run_1/floorplan.png
Pins as bars on the die edge.
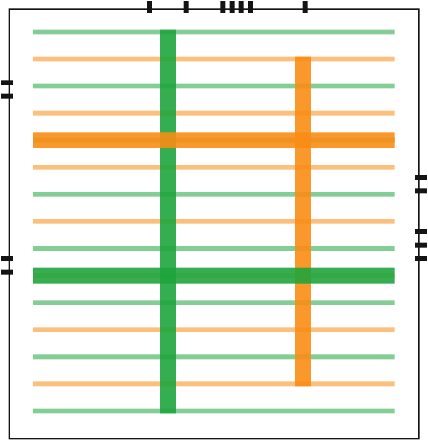
run_1/gates.png
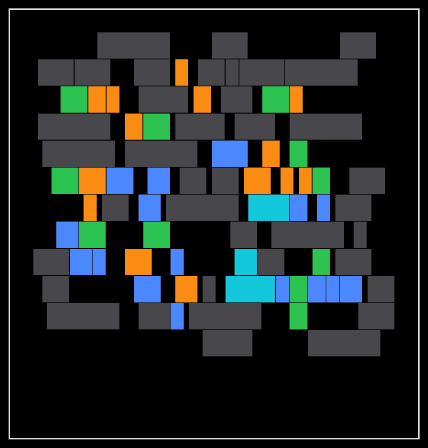
run_1/ff_map.png
Other sequential cells in the stronger gray, the rest of the logic in the fainter gray.
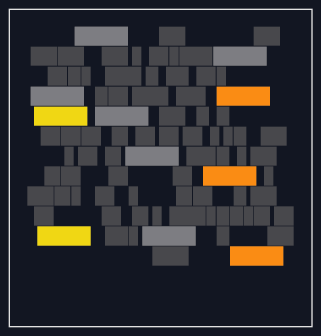
==> config.mk <==
export PLATFORM = sky130hd
export DESIGN_NAME = scan_test_ctrl
export DESIGN_NICKNAME = d
export VERILOG_FILES = /design/src/rtl/scan_pkg.sv /design/src/rtl/scan_test_ctrl.sv
export SDC_FILE = /design/constraint.sdc
export NUM_CORES = 1
export LEC_CHECK = 0
export CAP_MARGIN = 20
export CORE_AREA = 2 2 39 41
export CTS_BUF_LIST = sky130_fd_sc_hd__clkbuf_8
export CTS_CLUSTER_DIAMETER = 80
export DETAILED_ROUTE_END_ITERATION = 16
export DIE_AREA = 0 0 41 43
export PLACE_DENSITY = 0.72
export SYNTH_ARGS = -nofsm -noshare
export SYNTH_HDL_FRONTEND = slang
export SYNTH_SLANG_ARGS = --single-unit
export TNS_END_PERCENT = 10
==> constraint.sdc <==
create_clock -name clk -period 1.7 [get_ports clk]
set_input_delay 0.255 -clock clk [delete_from_list [all_inputs] [get_ports clk]]
set_output_delay 0.255 -clock clk [all_outputs]
set_load 0.03 [all_outputs]
==> src/rtl/scan_pkg.sv <==
`default_nettype none
// ============================================================================
// Module   : scan_pkg
// Purpose  : Shared types and constants for the scan test sequencer.
// Revision : 1.0 - initial release
// ============================================================================
package scan_pkg;

    // Default number of scan flops in the chain driven by the sequencer
    localparam int SCAN_CHAIN_LEN_DEFAULT = 3;

    // Sequencer states: load, capture, unload, then present the response
    typedef enum logic [2:0] {
        IDLE    = 3'd0,
        SHIFT   = 3'd1,
        CAPTURE = 3'd2,
        UNLOAD  = 3'd3,
        DONE    = 3'd4
    } scan_state_t;

endpackage : scan_pkg
`default_nettype wire

==> src/rtl/scan_test_ctrl.sv <==
`default_nettype none
// ============================================================================
// Module   : scan_test_ctrl
// Purpose  : Runs one scan pattern on a chain of CHAIN_LEN flops: serial
//            load of a parallel vector, one functional capture, serial
//            unload. The response is returned on a valid/ready port.
// Revision : 1.0 - initial release
// ============================================================================
module scan_test_ctrl
    import scan_pkg::*;
#(
    parameter int CHAIN_LEN = SCAN_CHAIN_LEN_DEFAULT
) (
    input  logic                 clk,
    input  logic                 rst_n,
    input  logic                 start_valid,
    output logic                 start_ready,
    input  logic [CHAIN_LEN-1:0] start_vec,
    output logic                 resp_valid,
    input  logic                 resp_ready,
    output logic [CHAIN_LEN-1:0] resp_vec,
    output logic                 busy,
    output logic                 scan_en,
    output logic                 scan_in,
    input  logic                 scan_out
);

    localparam int CNT_W = $clog2(CHAIN_LEN + 1);
    localparam logic [CNT_W-1:0] c_cnt_last = CNT_W'(CHAIN_LEN - 1);
    localparam logic [CNT_W-1:0] c_cnt_one  = CNT_W'(1);

    scan_state_t            r_state;
    scan_state_t            w_next_state;
    logic [CNT_W-1:0]       r_cnt;
    logic [CHAIN_LEN-1:0]   r_sreg;
    logic [CHAIN_LEN-1:0]   r_resp;
    logic [CHAIN_LEN-1:0]   w_resp_shift;
    logic                   w_cnt_last;

    assign w_cnt_last = (r_cnt == c_cnt_last);

    // Unload shift: newest scan_out bit enters at the bottom of the response
    generate
        if (CHAIN_LEN == 1) begin : g_resp_single
            assign w_resp_shift = scan_out;
        end else begin : g_resp_multi
            assign w_resp_shift = {r_resp[CHAIN_LEN-2:0], scan_out};
        end
    endgenerate

    // State register
    always_ff @(posedge clk) begin
        if (!rst_n) begin
            r_state <= IDLE;
        end else begin
            r_state <= w_next_state;
        end
    end

    // Next-state decode; each shift phase lasts exactly CHAIN_LEN cycles
    always_comb begin
        w_next_state = r_state;
        case (r_state)
            IDLE:    if (start_valid) w_next_state = SHIFT;
            SHIFT:   if (w_cnt_last)  w_next_state = CAPTURE;
            CAPTURE:                  w_next_state = UNLOAD;
            UNLOAD:  if (w_cnt_last)  w_next_state = DONE;
            DONE:    if (resp_ready)  w_next_state = IDLE;
            default:                  w_next_state = IDLE;
        endcase
    end

    // Counter and shift registers; MSB of the load vector is shifted first
    always_ff @(posedge clk) begin
        if (!rst_n) begin
            r_cnt  <= '0;
            r_sreg <= '0;
            r_resp <= '0;
        end else begin
            case (r_state)
                IDLE: begin
                    if (start_valid) begin
                        r_sreg <= start_vec;
                        r_cnt  <= '0;
                    end
                end
                SHIFT: begin
                    r_sreg <= r_sreg << 1;
                    r_cnt  <= w_cnt_last ? '0 : r_cnt + c_cnt_one;
                end
                CAPTURE: begin
                    r_cnt <= '0;
                end
                UNLOAD: begin
                    r_resp <= w_resp_shift;
                    r_cnt  <= w_cnt_last ? '0 : r_cnt + c_cnt_one;
                end
                default: begin
                    r_cnt <= '0;
                end
            endcase
        end
    end

    // Outputs depend only on registered state, never on inputs
    assign start_ready = (r_state == IDLE);
    assign busy        = (r_state != IDLE);
    assign scan_en     = (r_state == SHIFT) || (r_state == UNLOAD);
    assign scan_in     = (r_state == SHIFT) ? r_sreg[CHAIN_LEN-1] : 1'b0;
    assign resp_valid  = (r_state == DONE);
    assign resp_vec    = r_resp;

endmodule : scan_test_ctrl
`default_nettype wire

==> results.ini, run 1 <==
[run_status]
outcome=completed

[synth]
synth_area_per_cell_sq_um=8.335
ys_chip_area_sq_um=516.7
edf_count=0
netlist_instances=62
synthFlopType=dfxtp_1
top_cell_area_share_pct=42.62
ys_seq_share_pct=42.62
synthArstFlopShare_pct=0
synthTopCellsByArea=dfxtp_1 (43%), a21boi_0 (5.8%), nor2_1 (5.1%)
numSynthFlops=11
top_area_cell=dfxtp_1
most_common_cell=dfxtp_1
fp_nets=70
ys_warn_count=0

[detailed_routing]
finalWirelength_um=1145
antenna_left=0
drc=0
drtPass1Iterations=2
wl_per_cell_um=11.57
via_per_inst=4.899
drt_iter0_markers=9
vias=485

[final_timing]
slew_headroom_pct=76.99
period_used_pct=95.70
fmax_ghz=0.6147
setup-tns-final_ns=0
tightest_slew_ns=0.3440
hold_violations=0
setup_ws_ns=0.07311
setup_viol=0
slew_violations=0
grt_setup_unrepaired=no
hold_ws_ns=0.4549

[worst_setup_path]
worstPathArrival_ns=1.37
cp-start-kind=register
worstSetupPathType=reg2out
cp_max_fo=11
required_ns=1.44

[global_routing]
antenna_found_initial=0
grt_pass1_vias=448
overflow=0
grtUsageTotal_pct=14.39
grt_pass1_wl_um=1697
grt_max_degree=12

[cells_and_area]
fin_area_sq_um=755.7
nNetsFinal=92
area_growth_pct=46.25
n_antenna_cell=0

[worst_hold_path]
min_path_cells=2
hold_class=reg2reg

[placed_design]
dp.cells=95
place_ws_ns=0.2023
dpl_cell_area_sq_um=700.7
dp_hpwl_um=794.7
routabilityCongestion=0.6892

[floorplanning]
design.portCount=16
fp-utilization_pct=37.34
row_count=14
fp.dieW_um=41

[power_and_ir_drop]
p_leak_nw=0.3046
p_total_uw=636.2

[clocking]
clock_latency_ns=0.24
cts_setup_buffers=0
cts_buffer_depth=2
clkTransAtPathRegs_ns=0.05
cts_made_buffers=3
cts.sink_count=11
cts_tree=yes
holdBufCountCts=0

Back to the opening pictures, floorplan.png:
VDD -> orange
VSS -> green
rows = 14
met1 rails = 15
met4 straps = 2
signal pins = 16
met5 straps = 2
chip height: 43 um
Core ar.: 1384 sq um
peak supply drop: 0.6532 mV

Back to the opening pictures, gates.png:
nand cells -> orange  # cells 14
aoi and oai cells -> green  # cells 11
nor cells -> blue  # cells 16
and/or cells -> cyan  # cells 3
fraction of area in multi-input gates: 36.75%
final non-filler cell total: 99
Commonest Layout Cell: dfxtp_1

Back to the opening pictures, ff_map.png:
`r_sreg` -> orange  # sequential cells 3
`r_cnt` -> yellow  # sequential cells 2
Post-Route Utilization: 54.61%
sequential cell area share: 29.14%

[run 1: worst max-delay path, stage by stage (launching register included)]
cell	delay [ns]
dfxtp_1	0.32
buf_4	0.18
or3b_4	0.40
nor2_2	0.08
buf_4	0.16
[run 1: what timing repair did]
| item | 4_1_cts | 5_1_grt |
|---|---|---|
| gates cloned | 0 | 0 |
| endpoints found under the setup margin | 1 | 2 |
| gates resized | 1 | 4 |
[run 1: logic make-up after synthesis]
kind of cell / Yosys count / synth area share, %
compound gates: 12 / 15.01
buf+inv: 5 / 5.568
simple gates: 33 / 35.11
xor+xnor: 1 / 1.695
flops: 11 / 42.61
[run 1: report_power, final]
part	internal, mW	switching, mW	leakage [nW]
Combinational	0.0527	0.0495	0.188
Clock	0.159	0.0990	0.0269
Sequential	0.269	0.00748	0.0897
[run 1: final timing paths]
check,to,startpoint,slack [ns]
max reg2reg,r_sreg[2],r_state[2],0.41
min reg2reg,r_sreg[0],r_sreg[0],0.45
max,scan_in,r_state[1],0.07
min,r_sreg[0],r_sreg[0],0.45
[run 1: registers in the layout, summed over array words and instances (netlist names)]
signal    count
r_state       3
resp_vec      3
r_cnt         2
r_sreg        3
[run 1: layer usage]
metal / vias up / wire length (um) / GRT usage [%]
met5: - / 0 / 0
li1: 255 / - / -
met4: 0 / 0 / 8.000
met3: 0 / 63 / 4.712
met1: 219 / 551 / 16.50
met2: 11 / 530 / 22.19
[run 1: layout make-up]
class	count	area, sq um
well taps	16	20.02
repair buffers	20	185.2
clock inverters	1	3.754
clock buffers	3	41.29
multi-input cells	46	277.8
fillers	136	628.1
inverters	2	7.507
flip-flops and latches	11	220.2
[run 1: layout by cell type, fill, tap and decap left out, types with 3 or more instances in the layout]
cell type	netlist	routed
clkdlybuf4s50_1	0	10
a21oi_1	3	3
a21boi_0	4	4
nand2_1	6	6
nor2_1	7	6
dfxtp_1	11	11
inv_1	2	3
buf_4	0	7
nand3b_1	3	3
clkbuf_8	0	3
nand3_1	4	4
nor2b_1	3	3
run_1/class_map.png
Bar = 10 um. Fill, decap, tap and diode cells in gray.
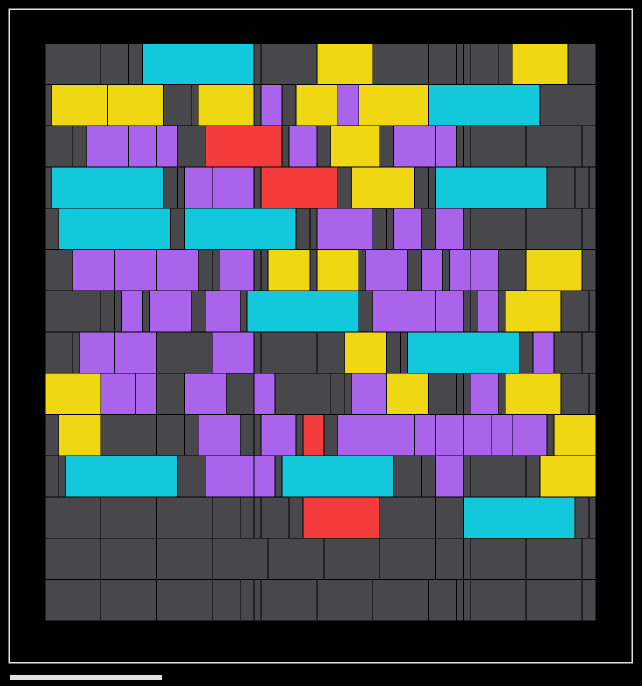

## Run 2: what changed since run 1
CTS_BUF_LIST = default   (was sky130_fd_sc_hd__clkbuf_8)
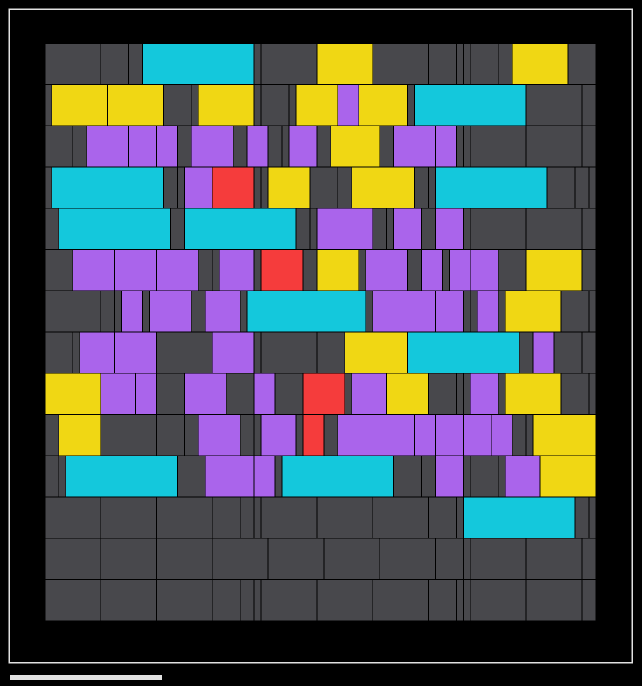
run_2/class_map.png
Bar = 10 um. Fill, decap, tap and diode cells in gray.
remaining logic cells -> purple  # cells 48, share of their area 40%
registers -> cyan  # cells 11, share of their area 31%
remaining buffers and delay cells -> yellow  # cells 20, share of their area 26%
clock drivers and dummy loads -> red  # cells 4, share of their area 3.6%

==> run 2 against run 1 <==
Synthesized area unchanged. Flip-flop count unchanged. Clock skew increased by 0.00080 ns. Design area decreased by 1.8%. Worst hold slack improved by 0.0022 ns. Via count increased by 0.62%. Combinational power about the same.
==> results.ini, run 2 <==
[clocking]
cts_buffer_depth=2  ; unchanged
clkTransAtPathRegs_ns=0.07  ; was 0.05 ns
cts.sink_count=11  ; unchanged
cts_made_buffers=3  ; unchanged
holdBufCountCts=0  ; unchanged
cts_tree=yes  ; unchanged

[synth]
fp_nets=70  ; unchanged
ys_chip_area_sq_um=516.7  ; unchanged
synth_area_per_cell_sq_um=8.335  ; unchanged
synthArstFlopShare_pct=0  ; unchanged
synthTopCellsByArea=dfxtp_1 (43%), a21boi_0 (5.8%), nor2_1 (5.1%)  ; unchanged
netlist_instances=62  ; unchanged
ys_warn_count=0  ; unchanged
synthFlopType=dfxtp_1  ; unchanged
edf_count=0  ; unchanged
top_cells_by_count=dfxtp_1 (11), nor2_1 (7), nand2_1 (6)  ; unchanged
ys_seq_share_pct=42.62  ; unchanged
top_cell_area_share_pct=42.62  ; unchanged

[worst_hold_path]
min_to=r_sreg[0]  ; unchanged
min_path_cells=2  ; unchanged
min_from=r_sreg[0]  ; unchanged

[detailed_routing]
drc=0  ; unchanged
finalWirelength_um=1093  ; was 1145 um
via_per_inst=4.929  ; was 4.899
drtPass1Iterations=3  ; was 2
vias=488  ; was 485

[power_and_ir_drop]
p_clk_share_pct=31.5  ; was 40.5%
pwr-share-comb_pct=18.5  ; was 16.1%
switching_share_pct=25.46  ; was 24.52%
switching_power_uw=140.6  ; was 156.0 uW
peakVddDrop_mv=0.3724  ; was 0.6532 mV
pwr-share-seq_pct=50.0  ; was 43.4%
p_total_uw=552.3  ; was 636.2 uW
p_leak_nw=0.2846  ; was 0.3046 nW
p_int_uw=411.7  ; was 480.2 uW

[global_routing]
grt_pass1_wl_um=1642  ; was 1697 um
overflow=0  ; unchanged
grt_max_degree=12  ; unchanged
grt_pass1_vias=444  ; was 448
antenna_found_initial=0  ; unchanged
grtUsageTotal_pct=13.68  ; was 14.39%

[final_timing]
tightest_slew_ns=0.3321  ; was 0.3440 ns
setup_viol=0  ; unchanged
slew_headroom_pct=77.66  ; was 76.99%
slew_violations=0  ; unchanged
fmax_ghz=0.6093  ; was 0.6147 GHz
hold_violations=0  ; unchanged

[run_status]
outcome=completed  ; unchanged

[floorplanning]
dieHeight_um=43  ; unchanged
design.portCount=16  ; unchanged
fp-utilization_pct=37.34  ; unchanged
row_count=14  ; unchanged
fp.dieW_um=41  ; unchanged

[worst_setup_path]
cp_max_fo=8  ; was 11
worstSetupPathType=reg2out  ; unchanged
rrSetupSlack_ns=0.42  ; was 0.41 ns
regToRegEndpoint=r_sreg[2]  ; unchanged
required_ns=1.44  ; about the same
worstReg2RegStart=r_state[2]  ; unchanged

[cells_and_area]
area_growth_pct=43.58  ; was 46.25%
nNetsFinal=92  ; unchanged
fillers=141  ; was 136
fin_area_sq_um=742.0  ; was 755.7 sq um
lay_top_cells=clkdlybuf4s50_1 (10), dfxtp_1 (10), nand2_1 (6), nor2_1 (6), buf_4 (5)  ; was dfxtp_1 (11), clkdlybuf4s50_1 (10), buf_4 (7), nand2_1 (6), nor2_1 (6)
n_antenna_cell=0  ; unchanged

[placed_design]
routabilityCongestion=0.6892  ; unchanged
dpl_cell_area_sq_um=700.7  ; unchanged

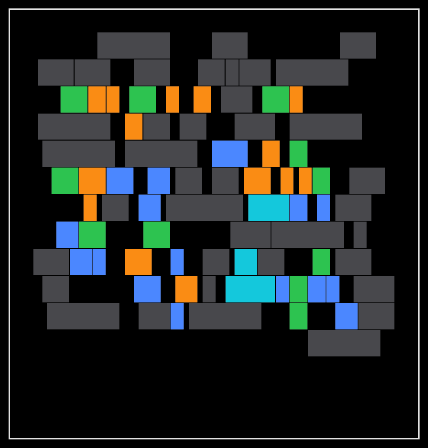
run_2/gates.png
nor cells -> blue  # cells 16
nand cells -> orange  # cells 14
and/or cells -> cyan  # cells 3
aoi and oai cells -> green  # cells 11
fraction of area in multi-input gates: 37.44%

==> run 2: cell types whose count changed in the layout (fill, tap and decap cells not counted), sizes merged <==
cell / before / now
clkbuf: 3 / 4
dlygate4sd2: 1 / 2
dlymetal6s2s: 1 / 0
inv: 3 / 2
==> run 2: cell families (layout without fill, tap and decap cells) <==
| logic type | after synthesis | in the layout | synth area share, % |
|---|---|---|---|
| flip-flops | 11 | 11 | 42.61 |
| AND/OR/NAND/NOR | 33 | 33 | 35.11 |
| XOR/XNOR | 1 | 1 | 1.695 |
| buffers and inverters | 5 | 26 | 5.568 |
| AND-OR/OR-AND | 12 | 12 | 15.01 |
==> run 2: area by class of cell <==
class                           count  area [sq um]  share of cell area (%)
Sequential cell                    11         221.5                   29.85
Tap cell                           16         20.02                   2.698
Multi-Input combinational cell     46         277.8                   37.44
Clock buffer                        4         26.28                   3.541
Inverter                            2         7.507                   1.012
Timing Repair Buffer               20         188.9                   25.46
==> run 2: power groups by stage <==
| stage | clock network [mW] | logic (mW) | registers, mW |
|---|---|---|---|
| after CTS | 0.183 | 0.0992 | 0.275 |
| after detailed placement | 0 | 0.101 | 0.281 |
| after floorplan | 0 | 0.0599 | 0.279 |
| after global routing | 0.192 | 0.111 | 0.277 |
| final | 0.174 | 0.102 | 0.276 |
| after global placement | 0 | 0.0999 | 0.281 |
==> run 2: how the worst max path moves through the flow <==
stage                             end  cells past startpoint  slack, ns         from
after floorplan            r_state[2]                      4       0.09   r_state[1]
after global placement      r_sreg[2]                      4       0.21  start_valid
after detailed placement  start_ready                      2       0.20   r_state[2]
after CTS                     scan_in                      4       0.01   r_state[0]
after global routing          scan_in                      4     -0.009   r_state[2]
final                         scan_in                      4       0.06   r_state[2]
==> run 2: repair_timing <==
action | CTS | global route
pin swaps | 0 | 0
setup endpoints to repair | 3 | 1
setup buffers | 0 | 0
resized | 3 | 5
==> run 2: critical path: stages (launching register included) <==
cell,delay (ns)
dfxtp_1,0.32
buf_4,0.15
or3b_4,0.42
nor2_2,0.10
buf_6,0.13
==> run 2: per-stage QoR <==
stage	hold WS, ns	util (%)	std cells	setup WS [ns]	setup TNS [ns]
2_1_floorplan	0.3711	-	62	0.08856	0
3_3_place_gp	0.4412	50.63	95	0.2082	0
3_5_place_dp	0.4484	50.63	95	0.2023	0
4_1_cts	0.4580	52.53	99	0.01058	0
5_1_grt	0.4813	53.62	99	-0.008991	-0.008991
6_report	0.4571	53.62	99	0.05882	0
==> run 2: metal layers <==
| layer | vias to the layer above | global-route usage [%] | share of wire, % | routed length (um) |
|---|---|---|---|---|
| li1 | 256 | - | - | - |
| met2 | 11 | 21.25 | 46 | 507 |
| met5 | - | 0 | 0 | 0 |
| met1 | 219 | 16.18 | 47 | 516 |
| met4 | 0 | 8.000 | 0.82 | 9 |
| met3 | 2 | 3.141 | 5.4 | 59 |
No activity file was given, so power comes from the tool's default toggle rates.
